===== src/rtl/hdb3_decoder.sv =====
// HDB3 receive decoder: removes 000V/B00V substitutions, recovers NRZ, flags line-code errors.
// Latency: bit k is registered out one accept after symbol k+4; in_valid=0 stalls all state but err_clr.
module hdb3_decoder #(
    parameter int ERR_CNT_W = 16
) (
    input  logic                 clk,
    input  logic                 rst_n,
    input  logic                 in_valid,
    input  logic [1:0]           polar_in,
    input  logic                 err_clr,
    output logic                 out_valid,
    output logic                 data_out,
    output logic                 err_illegal,
    output logic                 err_viol,
    output logic                 err_zeros,
    output logic [ERR_CNT_W-1:0] err_cnt
);

    logic [3:0]           s_q, s_d;
    logic [3:0]           v_q, v_d;
    logic                 last_pol_q, last_pol_d;
    logic                 have_pulse_q, have_pulse_d;
    logic                 last_v_pol_q, last_v_pol_d;
    logic                 have_v_q, have_v_d;
    logic [2:0]           zero_run_q, zero_run_d;
    logic                 out_valid_q, out_valid_d;
    logic                 data_out_q, data_out_d;
    logic                 err_illegal_q, err_illegal_d;
    logic                 err_viol_q, err_viol_d;
    logic                 err_zeros_q, err_zeros_d;
    logic [ERR_CNT_W-1:0] err_cnt_q, err_cnt_d;

    logic                 sym_ill;
    logic                 sym_zero;
    logic                 sym_pulse;
    logic                 sym_pol;
    logic                 is_v;
    logic [1:0]           err_inc;
    logic [ERR_CNT_W:0]   cnt_sum;

    // polar_in[1] set means positive polarity; exactly one bit set is a legal pulse
    assign sym_ill   = (polar_in == 2'b11);
    assign sym_zero  = (polar_in == 2'b00);
    assign sym_pulse = polar_in[1] ^ polar_in[0];
    assign sym_pol   = polar_in[1];
    assign is_v      = sym_pulse && have_pulse_q && (sym_pol == last_pol_q);

    always_comb begin
        s_d           = s_q;
        v_d           = v_q;
        last_pol_d    = last_pol_q;
        have_pulse_d  = have_pulse_q;
        last_v_pol_d  = last_v_pol_q;
        have_v_d      = have_v_q;
        zero_run_d    = zero_run_q;
        out_valid_d   = 1'b0;
        data_out_d    = data_out_q;
        err_illegal_d = 1'b0;
        err_viol_d    = 1'b0;
        err_zeros_d   = 1'b0;

        if (in_valid) begin
            data_out_d  = s_q[3];
            out_valid_d = v_q[3];
            s_d         = {s_q[2:0], sym_pulse & ~is_v};
            v_d         = {v_q[2:0], 1'b1};
            // a violation marks the end of a 4-symbol substitution: zero it all
            if (is_v) begin
                s_d = '0;
            end

            if (sym_pulse) begin
                last_pol_d   = sym_pol;
                have_pulse_d = 1'b1;
                zero_run_d   = 3'd0;
            end else if (zero_run_q != 3'd4) begin
                zero_run_d = 3'(zero_run_q + 3'd1);
            end

            err_illegal_d = sym_ill;
            err_zeros_d   = sym_zero && (zero_run_q >= 3'd3);

            if (is_v) begin
                err_viol_d   = have_v_q && (sym_pol == last_v_pol_q);
                last_v_pol_d = sym_pol;
                have_v_d     = 1'b1;
            end
        end
    end

    // illegal and zero errors are mutually exclusive, so at most two events per accept
    always_comb begin
        err_inc = 2'({1'b0, err_illegal_d} + {1'b0, err_viol_d} + {1'b0, err_zeros_d});
        cnt_sum = {1'b0, err_cnt_q} + {{(ERR_CNT_W-1){1'b0}}, err_inc};
        if (err_clr) begin
            err_cnt_d = '0;
        end else if (cnt_sum[ERR_CNT_W]) begin
            err_cnt_d = '1;
        end else begin
            err_cnt_d = cnt_sum[ERR_CNT_W-1:0];
        end
    end

    always_ff @(posedge clk or negedge rst_n) begin
        if (!rst_n) begin
            s_q           <= '0;
            v_q           <= '0;
            last_pol_q    <= 1'b0;
            have_pulse_q  <= 1'b0;
            last_v_pol_q  <= 1'b0;
            have_v_q      <= 1'b0;
            zero_run_q    <= 3'd0;
            out_valid_q   <= 1'b0;
            data_out_q    <= 1'b0;
            err_illegal_q <= 1'b0;
            err_viol_q    <= 1'b0;
            err_zeros_q   <= 1'b0;
            err_cnt_q     <= '0;
        end else begin
            s_q           <= s_d;
            v_q           <= v_d;
            last_pol_q    <= last_pol_d;
            have_pulse_q  <= have_pulse_d;
            last_v_pol_q  <= last_v_pol_d;
            have_v_q      <= have_v_d;
            zero_run_q    <= zero_run_d;
            out_valid_q   <= out_valid_d;
            data_out_q    <= data_out_d;
            err_illegal_q <= err_illegal_d;
            err_viol_q    <= err_viol_d;
            err_zeros_q   <= err_zeros_d;
            err_cnt_q     <= err_cnt_d;
        end
    end

    assign out_valid   = out_valid_q;
    assign data_out    = data_out_q;
    assign err_illegal = err_illegal_q;
    assign err_viol    = err_viol_q;
    assign err_zeros   = err_zeros_q;
    assign err_cnt     = err_cnt_q;

endmodule


===== config.mk =====
export PLATFORM = sky130hd
export DESIGN_NAME = hdb3_decoder
export DESIGN_NICKNAME = d
export VERILOG_FILES = /design/src/rtl/hdb3_decoder.sv
export SDC_FILE = /design/constraint.sdc
export NUM_CORES = 1
export LEC_CHECK = 0
export CAP_MARGIN = 20
export CORE_MARGIN = 10
export CORE_UTILIZATION = 35
export DETAILED_ROUTE_END_ITERATION = 16
export PLACE_DENSITY = 0.55
export SETUP_SLACK_MARGIN = 0.05
export SYNTH_ARGS = -nofsm -noshare
export SYNTH_HDL_FRONTEND = slang
export SYNTH_SLANG_ARGS = --single-unit

===== constraint.sdc =====
create_clock -name clk -period 3.28 [get_ports clk]
set_input_delay 0.656 -clock clk [delete_from_list [all_inputs] [get_ports clk]]
set_output_delay 0.656 -clock clk [all_outputs]
set_load 0.005 [all_outputs]

run_1/io_placement.png
Scale: 4 px per µm. Pins as bars across the die edge, other pins in gray.
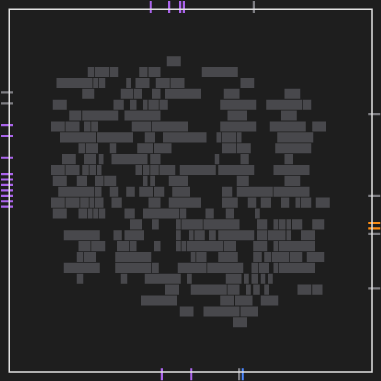
[err_illegal] blue | pins: 1 | direction: output | edge: bottom
[polar_in] orange | pins: 2 | direction: input | edge: right
[err_cnt] purple | pins: 16 | direction: output | edge: 10 left, 4 top, 2 bottom
all pins by edge: 12 left, 6 right, 5 top, 4 bottom

run_1/layer_met2.png
Scale: 4 px per µm. Cells faint in the background.
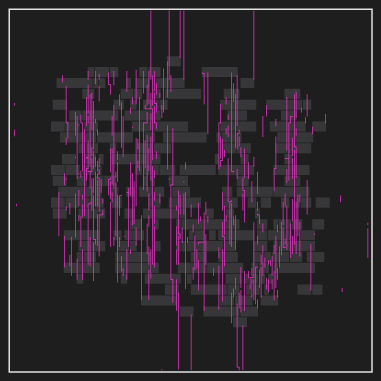
main direction: vertical
nets with wire on the layer: 197
wire length on this layer: 1,910 µm
longest straight run: 24.6 µm

==> reports/summary.txt, run 1 <==
CTS tree: done
Synth flops: 36
Synth Area in Compound Gates: 8.24%
Clk latency late pin: 0.28 ns
Placer Congestion: 0.865
R2R setup slack: 0.28 ns
Clock share of power: 35.6%
Flop share of the area: 39.1%
Logic pwr share: 16.6%
Cell family with most CP delay: adder cells
Basic Gates by Area: 15.6%
Final Cell Area: 2300 µm²
Buffers added on ports: 26
Setup-failing EPs final: 0
Clock Sinks: 36
WP buf/inv: 4
CTS Buf Count: 5
# Cells Yosys: 162
Worst slew pin tran: 0.654 ns
Most numerous logic cell after layout: dfrtp_1
Critical path depth: 12
Combinational Area: 783 µm²
Reg2reg start: zero_run_q[0]$_DFFE_PN0P_
Hold_buf cts: 0
Hold depth: 1
Top pwr grp: sequential cells
Final TNS setup: 0 ns
Worst-path cell chain: clkdlybuf4s50_1 -> nand2_1 -> fa_1 -> inv_1 -> ha_2 -> fa_2 -> nand3_2 -> buf_6 -> nor4_2 -> buf_4 -> and2_1 -> a311oi_1
Setup ws final: 0.195 ns
Crit-path slowest cell: clkdlybuf4s50_1
PwrDens: 467 nW/µm²
Minimum hold slack: 0.460 ns
Root buffer selected by CTS: clkbuf_8
Non-clk bufs: 40
Post-Syn Area: 1730 µm²
ANT nets after route: 0
Crit path DRT: 3.46 ns
Clock Skew: 0.00223 ns
Synth Net Count: 177
Number of max-cap violations: 0
Post-CTS setup repair buffer count: 2
Max reg flops: 16
Final hold viol count: 0
Detailed-route via count: 1,327
Area share, top type: 52.1%
Wire length per cell: 14.3 µm
NumNets Final: 220
Slew Viols, Final: 0
Ys Warns: 0
FMAX: 324 MHz
Yosys chip area: 1730 µm²
R2R cell count: 13
Place WS: -0.385 ns
Largest class: registers
Top cells by area: dfrtp_1 (52%), xnor2_1 (6.1%), ha_1 (5.1%)
Clk pin slew, worst setup/hold paths: 0.07 ns
Hold Path Origin: v_q[0]$_DFFE_PN0P_
Fraction of registers with async set or reset after synthesis: 100%
CTS-repair resized insts: 6
Tool warnings: 28
H-tree level count: 2
Drt drc: 0
Initial antenna violation count: 0
Total power: 1070 µW
Post-synth top cells: dfrtp_1 (36), inv_1 (14), nand2_1 (12), xnor2_1 (12), a21oi_1 (11)
Synth cell types: 32
Status: complete, no violations
DRT Pass-1 Iters: 4
Adder-cell share of the synthesized area: 7.38%
Final-layout non-clock buffer area share: 16.1%
Int Power: 801 µW
Grt ovf: 0
Hold Path Sink: v_q[0]$_DFFE_PN0P_
Metal2 WL: 1910 µm
Crit share post-route: 94.1%
Seq pwr: 513 µW
Critical Path Start: in_valid
DIE WIDTH: 90.3 µm
Register Area: 901 µm²
Slew HR: 56.3%
DR vias/cell: 4.86
Critical path's largest stage delay: 0.55 ns
Most common cell in the netlist: dfrtp_1
Tmin final: 3.08 ns
Wire length on met3: 278 µm
Max FO, Critical Path: 6
Net switching power: 273 µW
Post-place instance area: 2150 µm²
Post-synth EDFFs: 0
DPL Wire Length: 2830 µm
Post-synth top area cell: dfrtp_1
Hold WC Path Type: reg2reg
Clk. pwr: 383 µW
Main logic family: simple AND/OR/NAND/NOR gates
Largest net degree at the start of global routing: 37
Seq_cells: 36
GR Layer Usage met1: 11.5%
Mapped Cells: 162
Post-Route M1 WL: 1660 µm
Final WL: 3900 µm
Core Density at Floorplan: 36.4%
Placed cells: 263
Synth-to-layout area growth: 33.0%
Worst-case clock buffer depth: 2
#MultiIn Comb: 108
Row cnt: 25
Sequential element share of the synthesized area: 52.1%
Vias in the first global route: 1,450
Nature of the critical path endpoint: flop
Share of layout cells above drive strength 1: 18.9%
Comb area share: 34.0%
Worst setup path end: err_cnt[14]$_DFF_PN0_
Core area: 4750 µm²
Inverters: 14
Switch share: 25.5%
Reg power frac: 47.8%
Yosys xor share: 6.58%
Max layer used: met4
R2R Path End: err_cnt[13]$_DFF_PN0_
RSZ-0062 raised after global routing: false
Avg Cell Area, Syn: 10.7 µm²
GR met2 Demand/Resource: 16.9%
Critical path class: in2reg
Setup crit start kind: input port
Layout filler cell count: 461
Layout Cells excl Fill: 273
VDD IR max: 0.000185 V
First-pass GRT wire length: 6910 µm
Die area: 8160 µm²
ClkCell Share: 4.84%
Global Route Usage Sum: 10.2%
Diodes inserted: 0
Static Leak: 0.000971 µW
run_1/layer_met3.png
Scale: 4 px per µm. Cells faint in the background.
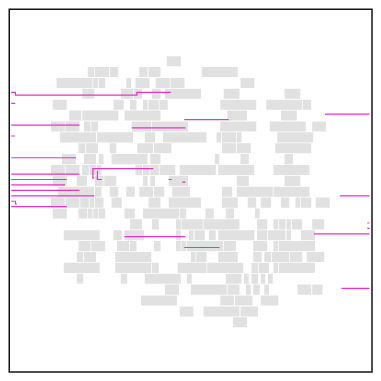
share of all routed wire: 7.1%
wire length on this layer: 278 µm
longest straight run: 30.4 µm
nets with wire on the layer: 21

==> inputs of run 2 (changes only) <==
--- a/config.mk
+++ b/config.mk
@@ -5,11 +5,13 @@
 export SDC_FILE = /design/constraint.sdc
 export NUM_CORES = 1
 export LEC_CHECK = 0
+export ABC_AREA = 1
 export CAP_MARGIN = 20
 export CORE_MARGIN = 10
 export CORE_UTILIZATION = 35
 export DETAILED_ROUTE_END_ITERATION = 16
 export PLACE_DENSITY = 0.55
+export REMOVE_ABC_BUFFERS = 1
 export SETUP_SLACK_MARGIN = 0.05
 export SYNTH_ARGS = -nofsm -noshare
 export SYNTH_HDL_FRONTEND = slang
run_2/layer_met2.png
Scale: 4 px per µm. Cells faint in the background.
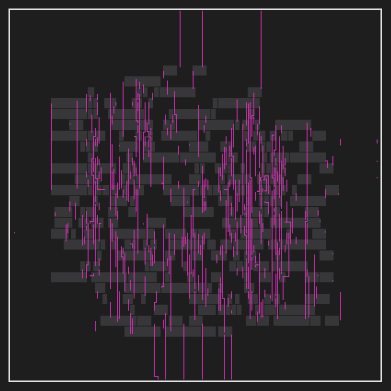
share of all routed wire: 46%
main direction: vertical
wire length on this layer: 1,830 µm
longest straight run: 34.7 µm
nets with wire on the layer: 215

run_2/congestion.png
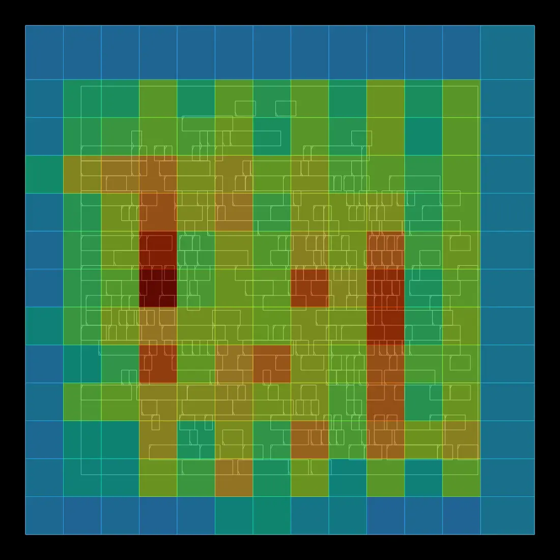
gr busiest metal: met2
GRT met3 Usage: 4.04%
GR Layer Usage met1: 11.3%
wire length per cell: 11.7 µm

==> reports/summary.txt, run 2 <==
WP buf/inv: 3 (-1)
Layout filler cell count: 515 (+12%)
Final Util: 47.6%
Most common cell in the netlist: nand2_1
Place WS: -0.250 ns (+0.135 ns)
Minimum hold slack: 0.449 ns (-0.0106 ns)
Share of layout cells above drive strength 1: 14.1% (-4.8 points)
Logic pwr share: 15.1% (-1.5 points)
Yosys chip area: 1850 µm² (+6.7%)
Post-synth top cells: nand2_1 (57), dfrtp_1 (36), inv_1 (36), nand3_1 (20), nor2_1 (16)
VDD IR max: 0.000194 V (+4.8%)
RSZ-0062 raised after global routing: false
Max layer used: met4
Clock share of power: 31.3% (-4.3 points)
Crit share post-route: 87.7% (-6.4 points)
Tmin final: 2.88 ns (-0.210 ns)
Mapped Cells: 222 (+37%)
Placer Congestion: 0.844 (-2.4%)
Setup ws final: 0.405 ns (+0.210 ns)
Largest net degree at the start of global routing: 37 (unchanged)
Switch share: 25.6% (+0.19 points)
Combinational Area: 840 µm² (+7.2%)
Post-synth EDFFs: 0 (unchanged)
Fraction of registers with async set or reset after synthesis: 100% (unchanged)
Non-clk bufs: 43 (+7.5%)
Clk pin slew, worst setup/hold paths: 0.07 ns (about the same)
Drt drc: 0 (unchanged)
Critical path depth: 12 (unchanged)
DRT Pass-1 Iters: 4 (unchanged)
Layout Cells excl Fill: 339 (+24%)
Reg power frac: 53.6% (+5.8 points)
Synth-to-layout area growth: 31.8%
Worst slew pin tran: 0.465 ns (-0.189 ns)
Slew HR: 69.0% (+13 points)
Worst setup path end: err_cnt[11]$_DFF_PN0_
R2R Path End: err_cnt[8]$_DFF_PN0_
Status: complete, no violations
R2R cell count: 15 (+2)
Buffers added on ports: 26 (unchanged)
Core Density at Floorplan: 36.2% (-0.24 points)
Yosys xor share: 3.32% (-3.3 points)
ClkCell Share: 3.19% (-1.6 points)
DPL Wire Length: 2910 µm (+3.0%)
Setup crit start kind: input port
Top pwr grp: sequential cells
Comb area share: 34.5% (+0.48 points)
Area share, top type: 48.8% (-3.3 points)
Synth cell types: 23 (-28%)
Row cnt: 26 (+4.0%)
Post-Route M1 WL: 1810 µm (+9.4%)
Number of max-cap violations: 0 (unchanged)
Clock Sinks: 36 (unchanged)
Avg Cell Area, Syn: 8.32 µm² (-22%)
Global Route Usage Sum: 9.86% (-0.34 points)
Hold_buf cts: 0 (unchanged)
Core area: 5110 µm² (+7.4%)
Final-layout non-clock buffer area share: 16.1% (+0.057 points)
Hold WC Path Type: reg2reg
Max FO, Critical Path: 7 (+1)
Register Area: 901 µm² (unchanged)
Int Power: 685 µW (-14%)
Worst-case clock buffer depth: 2 (unchanged)
CTS-repair resized insts: 0 (-6)
Max reg flops: 16 (unchanged)
Wire length on met3: 262 µm (-5.8%)
Net switching power: 236 µW (-14%)
Final Cell Area: 2430 µm² (+5.7%)
PwrDens: 379 nW/µm² (-19%)
Worst-path cell chain: clkdlybuf4s50_1 -> nand3_1 -> fa_1 -> inv_1 -> ha_2 -> fa_2 -> nand2_2 -> nor2_4 -> nand4_4 -> nand2_1 -> o21ai_0 -> inv_1
Diodes inserted: 0 (unchanged)
Post-synth top area cell: dfrtp_1
Critical path class: in2reg
Critical Path Start: in_valid
H-tree level count: 2 (unchanged)
Hold Path Origin: v_q[0]$_DFFE_PN0P_
Main logic family: simple AND/OR/NAND/NOR gates
Root buffer selected by CTS: clkbuf_8
Final hold viol count: 0 (unchanged)
Metal2 WL: 1830 µm (-4.2%)
Vias in the first global route: 1,501 (+3.5%)
Hold Path Sink: v_q[0]$_DFFE_PN0P_
Grt ovf: 0 (unchanged)
Largest class: registers
CTS tree: done
Seq_cells: 36 (unchanged)
Post-CTS setup repair buffer count: 0 (-2)
Inverters: 36 (+22)
ANT nets after route: 0 (unchanged)
CP Data Arrival Time: 3.05 ns
Ys Warns: 0 (unchanged)
Total power: 922 µW (-14%)
Clk latency late pin: 0.28 ns (about the same)
Seq pwr: 494 µW (-4%)
Slew Viols, Final: 0 (unchanged)
GR met2 Demand/Resource: 16.6% (-0.30 points)
Hold depth: 2 (+1)
Synth flops: 36 (unchanged)
Post-Syn Area: 1850 µm² (+6.7%)
Reg2reg start: zero_run_q[0]$_DFFE_PN0P_
Clock Skew: 0.00551 ns (+0.00328 ns)
Crit path DRT: 3.45 ns (about the same)
Detailed-route via count: 1,523 (+15%)
Critical path's largest stage delay: 0.52 ns (-0.03 ns)
#MultiIn Comb: 147 (+36%)
R2R setup slack: 0.49 ns (+0.21 ns)
# Cells Yosys: 222 (+37%)
Crit-path slowest cell: clkdlybuf4s50_1
Top cells by area: dfrtp_1 (49%), nand2_1 (12%), inv_1 (7.3%)
Die area: 8580 µm² (+5.2%)
Adder-cell share of the synthesized area: 6.91% (-0.46 points)
Cell family with most CP delay: adder cells
Flop share of the area: 37.0% (-2.1 points)
Initial antenna violation count: 0 (unchanged)
Static Leak: 0.00122 µW (+25%)
Combinational gate power: 139 µW
DR vias/cell: 4.49 (-7.6%)
Post-place instance area: 2300 µm² (+7.0%)
Tool warnings: 28 (unchanged)
CTS Buf Count: 5 (unchanged)
Most numerous logic cell after layout: nand2_1
Nature of the critical path endpoint: flop
Clk. pwr: 288 µW (-25%)
Basic Gates by Area: 24.6% (+9.0 points)
Placed cells: 331 (+26%)
FMAX: 348 MHz (+7.3%)
NumNets Final: 284 (+29%)
Top Layout Cells: nand2_1 (57), dfrtp_1 (36), inv_1 (33)
Synth Area in Compound Gates: 7.86% (-0.38 points)
DIE WIDTH: 92.6 µm (+2.6%)
Final WL: 3960 µm (+1.4%)
Sequential element share of the synthesized area: 48.8% (-3.3 points)
First-pass GRT wire length: 6950 µm (+0.51%)
Setup-failing EPs final: 0 (unchanged)
Final TNS setup: 0 ns (unchanged)
Power figures rest on the tool's default switching activity, not on a simulated workload.
